`src/rtl/operand_fetch.sv`:
```
// Operand fetch stage: scoreboard-based RAW/WAW interlock, writeback bypass
// into the operand mux, and a one-entry output register toward execute.
module operand_fetch #(
    parameter int NUM_REGS   = 32,
    parameter int DATA_WIDTH = 64,
    parameter int CTRL_WIDTH = 16,
    localparam int A = (NUM_REGS > 1) ? $clog2(NUM_REGS) : 1
) (
    input  logic                  clk,
    input  logic                  rst_n,
    input  logic                  in_valid,
    output logic                  in_ready,
    input  logic [A-1:0]          in_rs1,
    input  logic [A-1:0]          in_rs2,
    input  logic                  in_uses_rs1,
    input  logic                  in_uses_rs2,
    input  logic [A-1:0]          in_rd,
    input  logic                  in_rd_we,
    input  logic [CTRL_WIDTH-1:0] in_ctrl,
    output logic [A-1:0]          rf_raddr1,
    output logic [A-1:0]          rf_raddr2,
    input  logic [DATA_WIDTH-1:0] rf_rdata1,
    input  logic [DATA_WIDTH-1:0] rf_rdata2,
    input  logic                  wb_valid,
    input  logic [A-1:0]          wb_rd,
    input  logic [DATA_WIDTH-1:0] wb_data,
    output logic                  out_valid,
    input  logic                  out_ready,
    output logic [DATA_WIDTH-1:0] out_op1,
    output logic [DATA_WIDTH-1:0] out_op2,
    output logic [A-1:0]          out_rd,
    output logic                  out_rd_we,
    output logic [CTRL_WIDTH-1:0] out_ctrl,
    output logic [31:0]           stall_count
);

    logic                  run_q;
    logic [NUM_REGS-1:0]   sb_q, sb_d;
    logic                  valid_q, valid_d;
    logic [DATA_WIDTH-1:0] op1_q, op1_d, op2_q, op2_d;
    logic [A-1:0]          rd_q, rd_d;
    logic                  rd_we_q, rd_we_d;
    logic [CTRL_WIDTH-1:0] ctrl_q, ctrl_d;
    logic [31:0]           stall_q, stall_d;

    logic wb_hit1, wb_hit2, wb_hit_rd;
    logic haz_rs1, haz_rs2, haz_waw;
    logic issue;

    assign rf_raddr1 = in_rs1;
    assign rf_raddr2 = in_rs2;

    assign wb_hit1   = wb_valid && (wb_rd == in_rs1);
    assign wb_hit2   = wb_valid && (wb_rd == in_rs2);
    assign wb_hit_rd = wb_valid && (wb_rd == in_rd);

    // A writeback landing this cycle resolves the hazard it would otherwise cause.
    assign haz_rs1 = in_uses_rs1 && (in_rs1 != '0) && sb_q[in_rs1] && !wb_hit1;
    assign haz_rs2 = in_uses_rs2 && (in_rs2 != '0) && sb_q[in_rs2] && !wb_hit2;
    assign haz_waw = in_rd_we && (in_rd != '0) && sb_q[in_rd] && !wb_hit_rd;

    // run_q holds in_ready low through reset and until the first edge after release.
    assign in_ready = run_q && !haz_rs1 && !haz_rs2 && !haz_waw
                      && (!valid_q || out_ready);
    assign issue    = in_valid && in_ready;

    always_comb begin
        sb_d = sb_q;
        if (wb_valid) begin
            sb_d[wb_rd] = 1'b0;
        end
        if (issue && in_rd_we && (in_rd != '0)) begin
            sb_d[in_rd] = 1'b1;
        end
        sb_d[0] = 1'b0;
    end

    always_comb begin
        valid_d = valid_q;
        op1_d   = op1_q;
        op2_d   = op2_q;
        rd_d    = rd_q;
        rd_we_d = rd_we_q;
        ctrl_d  = ctrl_q;
        if (issue) begin
            valid_d = 1'b1;
            op1_d   = (in_rs1 == '0) ? '0 : (wb_hit1 ? wb_data : rf_rdata1);
            op2_d   = (in_rs2 == '0) ? '0 : (wb_hit2 ? wb_data : rf_rdata2);
            rd_d    = in_rd;
            rd_we_d = in_rd_we;
            ctrl_d  = in_ctrl;
        end else if (out_ready) begin
            valid_d = 1'b0;
        end
    end

    always_comb begin
        stall_d = stall_q;
        if (in_valid && !in_ready && (stall_q != '1)) begin
            stall_d = stall_q + 32'd1;
        end
    end

    always_ff @(posedge clk or negedge rst_n) begin
        if (!rst_n) begin
            run_q   <= 1'b0;
            sb_q    <= '0;
            valid_q <= 1'b0;
            op1_q   <= '0;
            op2_q   <= '0;
            rd_q    <= '0;
            rd_we_q <= 1'b0;
            ctrl_q  <= '0;
            stall_q <= '0;
        end else begin
            run_q   <= 1'b1;
            sb_q    <= sb_d;
            valid_q <= valid_d;
            op1_q   <= op1_d;
            op2_q   <= op2_d;
            rd_q    <= rd_d;
            rd_we_q <= rd_we_d;
            ctrl_q  <= ctrl_d;
            stall_q <= stall_d;
        end
    end

    assign out_valid   = valid_q;
    assign out_op1     = op1_q;
    assign out_op2     = op2_q;
    assign out_rd      = rd_q;
    assign out_rd_we   = rd_we_q;
    assign out_ctrl    = ctrl_q;
    assign stall_count = stall_q;

endmodule

```
`config.mk`:
```
export PLATFORM = sky130hd
export DESIGN_NAME = operand_fetch
export DESIGN_NICKNAME = d
export VERILOG_FILES = /design/src/rtl/operand_fetch.sv
export SDC_FILE = /design/constraint.sdc
export NUM_CORES = 1
export LEC_CHECK = 0
export ABC_AREA = 1
export CAP_MARGIN = 20
export CORE_ASPECT_RATIO = 1.1
export CORE_MARGIN = 1.5
export CORE_UTILIZATION = 30
export DETAILED_ROUTE_END_ITERATION = 8
export PLACE_DENSITY = 0.56
export SLEW_MARGIN = 15
export SYNTH_ARGS = -nofsm -noshare
export SYNTH_HDL_FRONTEND = slang
export SYNTH_SLANG_ARGS = --single-unit
```
`constraint.sdc`:
```
create_clock -name clk -period 5.6 [get_ports clk]
set_input_delay 1.12 -clock clk [delete_from_list [all_inputs] [get_ports clk]]
set_output_delay 1.12 -clock clk [all_outputs]
set_load 0.1 [all_outputs]
```
==> images/zoom.png <==
Window x 136 to 156, y 150 to 170 um. Cells in grey, sequential cells in the stronger grey; small squares are vias.
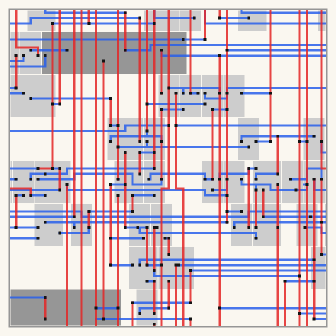
colour	layer
red	met2
blue	met1
most frequent	nand2_1 (9), nor2_1 (6)
netlist names of flops here include	stall_count (2)
cells with their middle in the window	31
sequential cells in the window	2

==> images/final_placement.png <==
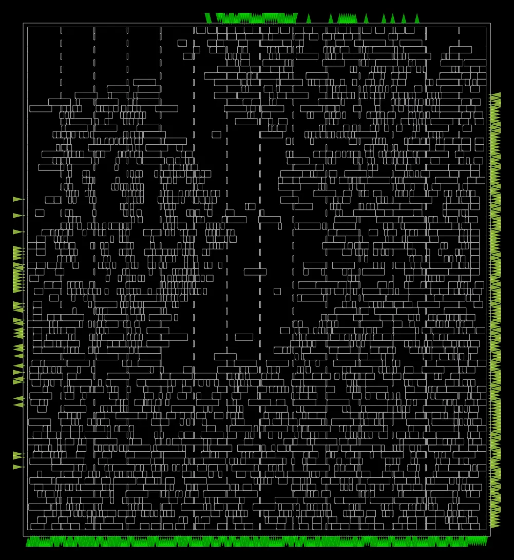
final core utilization: 0.440
Seq cells: 215
Seq area share: 0.306

==> images/density.png <==
The die is cut into 19 by 21 equal tiles; white is low, dark blue is high, 0 to 100% covered.
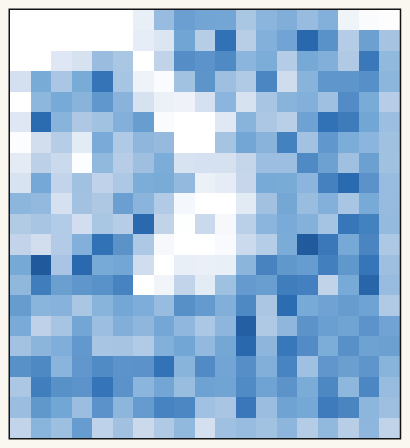
tiles over 75% full	2.8%
mean over tiles	41%
nearly empty tiles	7.5%
fullest tile	83%
fp util: 0.303
core box area: 40,000 sq um

==> Changelog: implementation <==
### Physical design

* WL met1 at 22,100 um
* Combinational fraction of the cell area at 0.331
* Most frequent logic cell in the layout: nand2_1
* Final Max Tran Viols at 0
* MUX area fraction at 0
* Multi-input comb cells at 1,314
* TritonCTS clock tree: built
* Max power group: combinational cells
* R2R cell count at 11
* Crit path depth at 12
* Vias in the first global route at 12,500
* CTS H-Tree Depth at 1
* Routed len/inst at 20.0 um
* Met2 WL at 26,100 um
* Fill cells at 4,107
* Io pins at 430
* Cell taking the most area after synthesis: dfrtp_1
* Hold path start: out_ctrl[13]
* Max-Cap Viols at 0
* Hpwl dp at 38,300 um
* Fmax at 209 MHz
* Area delta synth->final at 45.3%
* Maximum vdd ir drop at 0.000353 V
* Most frequent cell after synthesis: nand2_1
* Clock share of power at 0.235
* Post-synth EDFFs at 0
* Asr flop ratio synth at 1.00
* Unrepaired setup endpoints after global routing: false
* Startpoint Class: input port
* Family with the most delay on the worst path: buffers and inverters
* Warnings from Yosys at 0
* Final Hold Vio Count at 0
* Root Driver: clkbuf_16
* Most frequent cells in the layout: 561 x nand2_1, 425 x clkdlybuf4s50_1, 215 x dfrtp_1, 210 x nor2_1, 137 x a21oi_1
* Busiest grt layer: met2
* GR Util met3 at 0.0388
* Initial antenna violation count at 10
* Nonclk buf count at 449
* Simple-Gate Fraction of Synth Area at 0.316
* Worst Path Required at 4.48 ns
* Clock buffer and inverter area fraction after layout at 0.0520
* Synth cell count leaders: 561 x nand2_1, 215 x dfrtp_1, 210 x nor2_1
* Post-route ant nets at 0
* Crit Path Class: in -> out
* Pre-antenna DRT Iters at 5
* Least-Margin Pin Slew at 1.16 ns
* Final Cycle Share at 0.855
* GR Util met2 at 0.435
* CP arrival at 3.67 ns
* Layout non-clock buf frac at 0.256
* Switch share at 0.500
* Top sig layer: met5
* Total Neg Setup Slack at 0 ns
* P_clk at 0.00180 W
* Placement Rows at 77
* First-pass GRT wire length at 79,400 um
* Clk_lat worst skew at 0.56 ns
* Comb power frac at 0.494
* Yosys aoi share at 0.144
* MI comb area at 5820 sq um
* Post-Syn Area at 12,100 sq um
* Leak pwr at 8.20 nW
* CTS clk-pin slew, worst paths at 0.06 ns
* Metal3 WL at 3040 um
* Critical R2R Capture: stall_count[6]
* Fraction of layout cells with a size suffix above 1 at 0.0403
* P_sw at 0.00383 W
* Synth flops at 215
* Pwr Total at 0.00766 W
* All-Layer GR Usage at 0.249
* Worst Setup SP: in_rd[1]
* Slowest-stage cell, CP: clkdlybuf4s50_1
* Clock Path Buffers at 3
* P_seq at 0.00208 W
* Worst Setup EP: in_ready
* Syn Area/Cell at 7.02 sq um
* Final WL at 52,600 um
* Non-clock inverters at 85
* Synth Net Count at 1,962
* Slew margin rel. at 0.224
* # diodes at 8
* Synthesized instance count at 1,725
* Worst-path fanout max at 17
* Synth Area in Adders at 0.00103
* Status: finished clean
* Biggest area cells: dfrtp_1 44%, nand2_1 17%, nor2_1 6.5%
* Pin count of the biggest net entering global routing at 118
* Synth Seq Share at 0.444
==> images/drive_strength.png <==
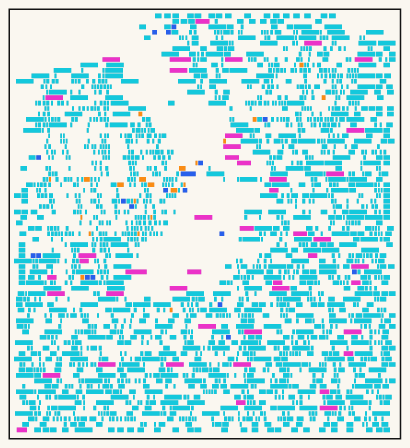
colour	size	cells
orange	drive 2	21
blue	drive 3 to 4	19
magenta	drive 6 and up	45
cyan	drive 1 or less	2,026

==> images/pins.png <==
Bar = 50 um. Pins as bars across the die edge, other pins in grey.
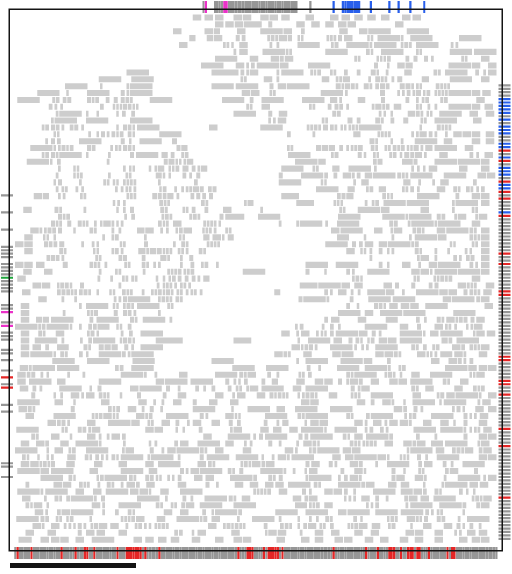
colour	port	pins	direction	edge
blue	stall_count	32	output	18 right, 14 top
magenta	rf_raddr2	5	output	3 top, 2 left
green	in_uses_rs1	1	input	left
red	rf_rdata1	64	input	44 bottom, 18 right, 2 left
die y size: 214 um
die width: 195 um
I/O Buffers: 429

## cells by family (layout without fill, tap and decap cells)
family	Yosys count	in the layout
and+or+nand+nor	947	947
AOI/OAI and AO/OA	341	341
DFF	215	215
buffers and inverters	196	582
xor gates and xnor gates	24	24
adders and majority gates	1	1
other	1	9
## per-stage QoR
| step | setup WS, ns | hold WS, ns | instances | util |
|---|---|---|---|---|
| finish | 0.813 | 0.479 | 2632 | 0.440 |
| global route | 0.662 | 0.500 | 2632 | 0.440 |
| CTS | 0.884 | 0.485 | 2624 | 0.440 |
| detailed placement | 0.888 | 0.468 | 2576 | 0.417 |
| global placement | 0.853 | 0.463 | 2575 | 0.416 |
| floorplan | 1.76 | 0.474 | 1725 | - |
Power figures rest on the tool's default switching activity, not on a simulated workload.
